M2 wires:
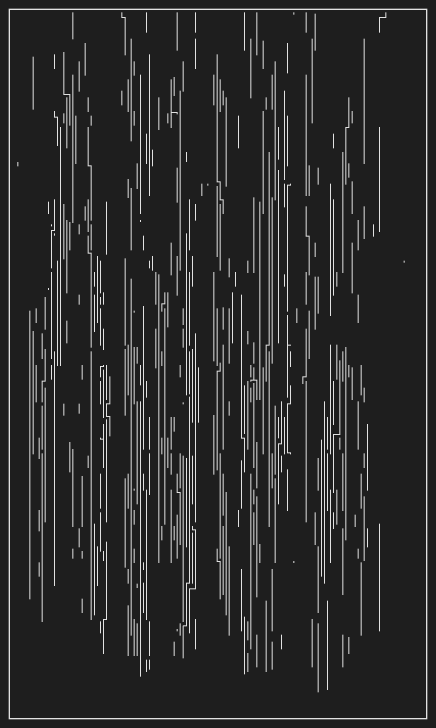
Metal 1:
Supply wires on this layer in gray.
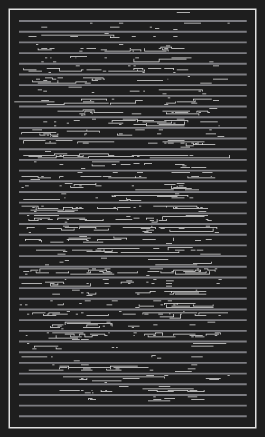
Met4 routing:
Bar = 20 um. Supply wires on this layer in gray.
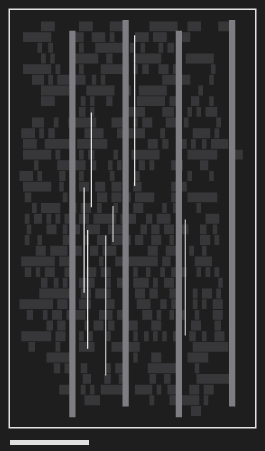
The metal 3 layer:
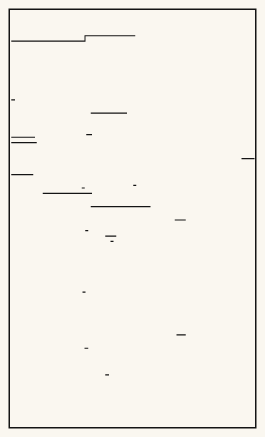
<file path="src/rtl/pll_pkg.sv">
// Shared types, AdjustFreq encodings and default parameters for the PLL phase comparator.
package pll_pkg;

    localparam int unsigned CNT_W_DEF      = 8;
    localparam int unsigned DEADBAND_DEF   = 2;
    localparam int unsigned TIMEOUT_DEF    = 200;
    localparam int unsigned LOCK_COUNT_DEF = 4;

    localparam logic [1:0] ADJ_DEC  = 2'b00;
    localparam logic [1:0] ADJ_HOLD = 2'b01;
    localparam logic [1:0] ADJ_INC  = 2'b10;

    typedef enum logic [1:0] {
        StWaitEdge = 2'b00,
        StRefLeads = 2'b01,
        StVfoLeads = 2'b10
    } state_e;

endpackage

</file>
<file path="src/rtl/edge_sync.sv">
// Two-flop synchronizer followed by a registered rising-edge pulse.
module edge_sync (
    input  logic clk_i,
    input  logic rst_i,
    input  logic async_i,
    output logic pulse_o
);

    logic sync1_q, sync1_d;
    logic sync2_q, sync2_d;
    logic prev_q, prev_d;
    logic pulse_q, pulse_d;

    always_comb begin
        sync1_d = async_i;
        sync2_d = sync1_q;
        prev_d  = sync2_q;
        pulse_d = sync2_q & ~prev_q;
    end

    always_ff @(posedge clk_i) begin
        if (rst_i) begin
            sync1_q <= 1'b0;
            sync2_q <= 1'b0;
            prev_q  <= 1'b0;
            pulse_q <= 1'b0;
        end else begin
            sync1_q <= sync1_d;
            sync2_q <= sync2_d;
            prev_q  <= prev_d;
            pulse_q <= pulse_d;
        end
    end

    assign pulse_o = pulse_q;

endmodule

</file>
<file path="src/rtl/phase_comparator.sv">
// Measures which of the reference and VFO clocks rises first and by how many Clock cycles,
// then issues a one-cycle frequency command to the VFO and tracks lock.
module phase_comparator
    import pll_pkg::*;
#(
    parameter int unsigned CNT_W      = CNT_W_DEF,
    parameter int unsigned DEADBAND   = DEADBAND_DEF,
    parameter int unsigned TIMEOUT    = TIMEOUT_DEF,
    parameter int unsigned LOCK_COUNT = LOCK_COUNT_DEF
) (
    input  logic             Clock,
    input  logic             Reset,
    input  logic             RefClockIn,
    input  logic             VFOClockIn,
    output logic [1:0]       AdjustFreq,
    output logic             SampleCmd,
    output logic [CNT_W-1:0] PhaseError,
    output logic             Locked
);

    localparam int unsigned      LockW     = $clog2(LOCK_COUNT + 1);
    localparam logic [LockW-1:0] LockMax   = LockW'(LOCK_COUNT);
    localparam logic [CNT_W-1:0] TimeoutV  = CNT_W'(TIMEOUT);
    localparam logic [CNT_W-1:0] DeadbandV = CNT_W'(DEADBAND);

    logic ref_pulse, vfo_pulse;

    edge_sync u_ref_sync (
        .clk_i   (Clock),
        .rst_i   (Reset),
        .async_i (RefClockIn),
        .pulse_o (ref_pulse)
    );

    edge_sync u_vfo_sync (
        .clk_i   (Clock),
        .rst_i   (Reset),
        .async_i (VFOClockIn),
        .pulse_o (vfo_pulse)
    );

    state_e           state_q, state_d;
    logic [CNT_W-1:0] cnt_q, cnt_d;
    logic [LockW-1:0] lock_q, lock_d;
    logic [1:0]       adj_q, adj_d;
    logic [CNT_W-1:0] err_q, err_d;
    logic             sample_q, sample_d;

    logic             dec_valid;
    logic [1:0]       dec_adj;
    logic [CNT_W-1:0] dec_err;
    logic [CNT_W-1:0] cnt_inc;

    always_comb begin
        state_d   = state_q;
        cnt_d     = cnt_q;
        lock_d    = lock_q;
        adj_d     = adj_q;
        err_d     = err_q;
        sample_d  = 1'b0;
        dec_valid = 1'b0;
        dec_adj   = ADJ_HOLD;
        dec_err   = '0;
        // The error includes the cycle in which the closing edge arrives.
        cnt_inc   = (cnt_q >= TimeoutV) ? TimeoutV : cnt_q + CNT_W'(1);

        unique case (state_q)
            StWaitEdge: begin
                if (ref_pulse && vfo_pulse) begin
                    dec_valid = 1'b1;
                end else if (ref_pulse) begin
                    state_d = StRefLeads;
                    cnt_d   = '0;
                end else if (vfo_pulse) begin
                    state_d = StVfoLeads;
                    cnt_d   = '0;
                end
            end
            StRefLeads: begin
                if (vfo_pulse) begin
                    dec_valid = 1'b1;
                    dec_err   = cnt_inc;
                    dec_adj   = (cnt_inc <= DeadbandV) ? ADJ_HOLD : ADJ_INC;
                    cnt_d     = '0;
                    state_d   = ref_pulse ? StRefLeads : StWaitEdge;
                end else if (ref_pulse) begin
                    dec_valid = 1'b1;
                    dec_err   = cnt_inc;
                    dec_adj   = ADJ_INC;
                    cnt_d     = '0;
                end else if (cnt_inc == TimeoutV) begin
                    state_d = StWaitEdge;
                    cnt_d   = '0;
                    lock_d  = '0;
                end else begin
                    cnt_d = cnt_inc;
                end
            end
            StVfoLeads: begin
                if (ref_pulse) begin
                    dec_valid = 1'b1;
                    dec_err   = cnt_inc;
                    dec_adj   = (cnt_inc <= DeadbandV) ? ADJ_HOLD : ADJ_DEC;
                    cnt_d     = '0;
                    state_d   = vfo_pulse ? StVfoLeads : StWaitEdge;
                end else if (vfo_pulse) begin
                    dec_valid = 1'b1;
                    dec_err   = cnt_inc;
                    dec_adj   = ADJ_DEC;
                    cnt_d     = '0;
                end else if (cnt_inc == TimeoutV) begin
                    state_d = StWaitEdge;
                    cnt_d   = '0;
                    lock_d  = '0;
                end else begin
                    cnt_d = cnt_inc;
                end
            end
            default: begin
                state_d = StWaitEdge;
                cnt_d   = '0;
            end
        endcase

        if (dec_valid) begin
            adj_d    = dec_adj;
            err_d    = dec_err;
            sample_d = 1'b1;
            if (dec_adj == ADJ_HOLD) begin
                lock_d = (lock_q == LockMax) ? LockMax : lock_q + LockW'(1);
            end else begin
                lock_d = '0;
            end
        end
    end

    always_ff @(posedge Clock) begin
        if (Reset) begin
            state_q  <= StWaitEdge;
            cnt_q    <= '0;
            lock_q   <= '0;
            adj_q    <= ADJ_HOLD;
            err_q    <= '0;
            sample_q <= 1'b0;
        end else begin
            state_q  <= state_d;
            cnt_q    <= cnt_d;
            lock_q   <= lock_d;
            adj_q    <= adj_d;
            err_q    <= err_d;
            sample_q <= sample_d;
        end
    end

    assign AdjustFreq = adj_q;
    assign SampleCmd  = sample_q;
    assign PhaseError = err_q;
    assign Locked     = (lock_q == LockMax);

endmodule

</file>
<file path="config.mk">
export PLATFORM = sky130hd
export DESIGN_NAME = phase_comparator
export DESIGN_NICKNAME = d
export VERILOG_FILES = /design/src/rtl/pll_pkg.sv /design/src/rtl/edge_sync.sv /design/src/rtl/phase_comparator.sv
export SDC_FILE = /design/constraint.sdc
export NUM_CORES = 1
export LEC_CHECK = 0
export ABC_AREA = 1
export CAP_MARGIN = 20
export CELL_PAD_IN_SITES_DETAIL_PLACEMENT = 1
export CELL_PAD_IN_SITES_GLOBAL_PLACEMENT = 2
export CORE_ASPECT_RATIO = 1.75
export CORE_MARGIN = 2
export CORE_UTILIZATION = 28
export CTS_CLUSTER_DIAMETER = 40
export CTS_CLUSTER_SIZE = 8
export DETAILED_ROUTE_END_ITERATION = 10
export PLACE_DENSITY_LB_ADDON = 0.2
export RECOVER_POWER = 50
export SLEW_MARGIN = 0
export SYNTH_ARGS = -nofsm -noshare
export SYNTH_HDL_FRONTEND = slang
export SYNTH_SLANG_ARGS = --single-unit
export TNS_END_PERCENT = 5
</file>
<file path="constraint.sdc">
create_clock -name Clock -period 1.6 [get_ports Clock]
set_input_delay 0.24 -clock Clock [delete_from_list [all_inputs] [get_ports Clock]]
set_output_delay 0.24 -clock Clock [all_outputs]
set_load 0.005 [all_outputs]
</file>
==> results.json <==
{
  "slew_at_the_pin_closest_to_its_max_slew_limit_ns": 0.6784,
  "clk-insertion-delay-late_ns": 0.29,
  "synthesis.instances": 243,
  "yosys_cells": 243,
  "final_layout_top_logic_cells": "65 x sky130_fd_sc_hd__nand2_1, 42 x sky130_fd_sc_hd__buf_4, 31 x sky130_fd_sc_hd__inv_1",
  "synth.yosys.seq_area_share_pct": 38.35,
  "fin_setup_tns_ns": -0.5966,
  "endpoint_kind": "flop",
  "maximum_ir_drop_on_the_vdd_rail_uv": 433.0,
  "yosysTopAreaCell": "sky130_fd_sc_hd__dfxtp_1",
  "unrepaired_setup_endpoints_after_global_routing": "true",
  "drc_errors": 0,
  "total_leakage_power_nw": 1.083,
  "io-pin-count": 16,
  "final_antenna_net_count": 0,
  "via_count_of_the_first_global_routing_pass": 1878,
  "worst_slew_margin_rel_pct": 54.77,
  "lay_top_count": "sky130_fd_sc_hd__nand2_1",
  "power.density_mw_per_mm2": 761.5,
  "wl_per_cell_um": 12.71,
  "final_count_of_pins_violating_max_slew": 0,
  "final_critical_path_setup_slack_ns": -0.1369,
  "critPathRequiredTime_ns": 1.77,
  "failed_checks": "negative setup slack",
  "areaGrowthSynthToFinish_pct": 48.39,
  "stage_log_warnings": 34,
  "timing.fmax_ghz": 0.5757,
  "grt_max_degree": 16,
  "initCoreUtil_pct": 28.64,
  "yosys_warnings": 0,
  "post_synth_main_area_contributors": "sky130_fd_sc_hd__dfxtp_1 38%, sky130_fd_sc_hd__nand2_1 16%, sky130_fd_sc_hd__inv_1 8.1%",
  "final_layout_size_suffix_gt1_share_pct": 32.79,
  "chip_area_mm2": 0.006624,
  "final_design_area_no_fill_mm2": 0.002479,
  "worst_ep_arrival_time_ns": 1.91,
  "floorplan.nets": 255,
  "crit_chain": "ha_4, nand2_4, nor2_4, nand3b_1, nand3_2, inv_2, nor3_4, nand2_2, o21ai_1, inv_1, nand2_1, a21oi_2",
  "global_route_wire_length_before_repair_um": 8307,
  "placed_cell_area_mm2": 0.002213,
  "num_antenna_cells": 0,
  "chipHeight_um": 106.2,
  "numCtsBuffers": 5,
  "min_path_type": "reg2reg",
  "reg2reg_slack_ns": -0.14,
  "timing.final.hold_violations": 0,
  "ys_area_mm2": 0.001670,
  "cts_hold_buf": 0,
  "ctsHtreeMaxLevel": 2,
  "chipWidth_um": 62.39,
  "grt_util_all_layers_pct": 16.26,
  "finalSetupViolCount": 7,
  "max_stage_delay_ns": 0.37,
  "core_mm2": 0.005833,
  "status": "complete, but fails checks",
  "path_clk_slew_ns": 0.07,
  "antenna_found_initial": 0,
  "hpwl_um": 3924,
  "synth_largest_type_area_fraction_pct": 38.35,
  "postSynthAreaPerCell_um2": 6.874,
  "synthesis.area_mm2": 0.001670
}
-- 'M2 wires' (at the start) --
nets with wire on the layer: 275
share of all routed wire: 58%
Routed Wire Length: 4868 um
GR met2 Demand/Resource: 32.76%
via count: 1722

-- 'metal 1' (at the start) --
wire length on this layer: 1740 um
main direction: horizontal
nets with wire on the layer: 289
grt met1 use: 15.33%

-- 'met4 routing' (at the start) --
wire length on this layer: 192 um
share of all routed wire: 3.9%
longest straight run: 38.1 um
main direction: vertical

-- 'the metal 3 layer' (at the start) --
share of all routed wire: 2.1%
wire length on this layer: 101 um
longest straight run: 18.6 um
nets with wire on the layer: 11

-- layer usage --
layer,global-route usage [%],part of all wire (%),up-vias
met4,7.460,3.9,0
met1,15.33,36,811
li1,-,-,876
met2,32.76,58,19
met3,3.175,2.1,16
met5,0,0,-
-- power breakdown --
group | switching (mW) | total [mW] | internal, mW
combinational | 0.153 | 0.293 | 0.140
sequential | 0.00945 | 0.820 | 0.811
clock | 0.312 | 0.774 | 0.462
-- registers in the layout, summed over array words and instances, names as in the netlist, 2 cells and up --
name and count:
cnt_q 8, state_q 2, AdjustFreq 2, PhaseError 8, lock_q 3
-- cell type report --
type                       count  area, um2
fill                         775       3354
tap                           78      97.59
inverter                      36      135.1
clock inverter                 2      35.03
timing repair buffer          59      479.2
sequential                    32      655.6
multi-input combinational    170       1003
clock buffer                   6      72.57
-- metrics by stage --
| step | cells | power [mW] | hold slack (ns) |
|---|---|---|---|
| 2_1_floorplan | 243 | 0.9757 | 0.3470 |
| 3_3_place_gp | 371 | 1.118 | 0.3823 |
| 3_5_place_dp | 371 | 1.121 | 0.3869 |
| 4_1_cts | 381 | 1.924 | 0.3999 |
| 5_1_grt | 383 | 1.986 | 0.4114 |
| 6_report | 383 | 1.887 | 0.3933 |
-- cells by family after synthesis --
group                    count (synthesis)  synth area share (%)
adder cells (fa/ha/maj)                  8                 5.993
AND/OR/NAND/NOR                        126                 34.31
buffers and inverters                   41                 9.288
flip-flops                              32                 38.35
XOR/XNOR                                 2                 1.049
AND-OR/OR-AND                           34                 11.01
-- worst paths after layout --
path,cells after the start,to,start
max,12,lock_q[2],cnt_q[1]
min,1,u_ref_sync.pulse_o,u_ref_sync.prev_q
max reg2reg,12,lock_q[2],cnt_q[1]
min reg2reg,1,u_ref_sync.pulse_o,u_ref_sync.prev_q
-- critical path, delay by kind of cell, from the launching register on --
| kind | cells | cell delay (ns) |
|---|---|---|
| compound gates | 2 | 0.18 |
| buf+inv | 2 | 0.15 |
| fa+ha+maj | 1 | 0.15 |
| simple gates | 7 | 0.79 |
| flops | 1 | 0.37 |
-- cells in the mapped netlist, drive strengths merged --
library cell  instances
nand2                71
inv                  36
dfxtp                32
nor2                 28
a21oi                26
nand3                13
ha                    8
nor3                  7
clkbuf                4
o21ai                 4
nand3b                2
nand4                 2
nor3b                 2
o21bai                2
xor2                  2
a21boi                1
buf                   1
o211ai                1
or2                   1
-- repair_timing --
action / in CTS / in global routing
cloned: 0 / 0
resized: 21 / 22
pin swaps: 9 / 12
setup buffers: 2 / 2
hold endpoints to repair: 0 / 0
setup endpoints to repair: 19 / 24
Power is estimated from default activity; no workload was simulated.
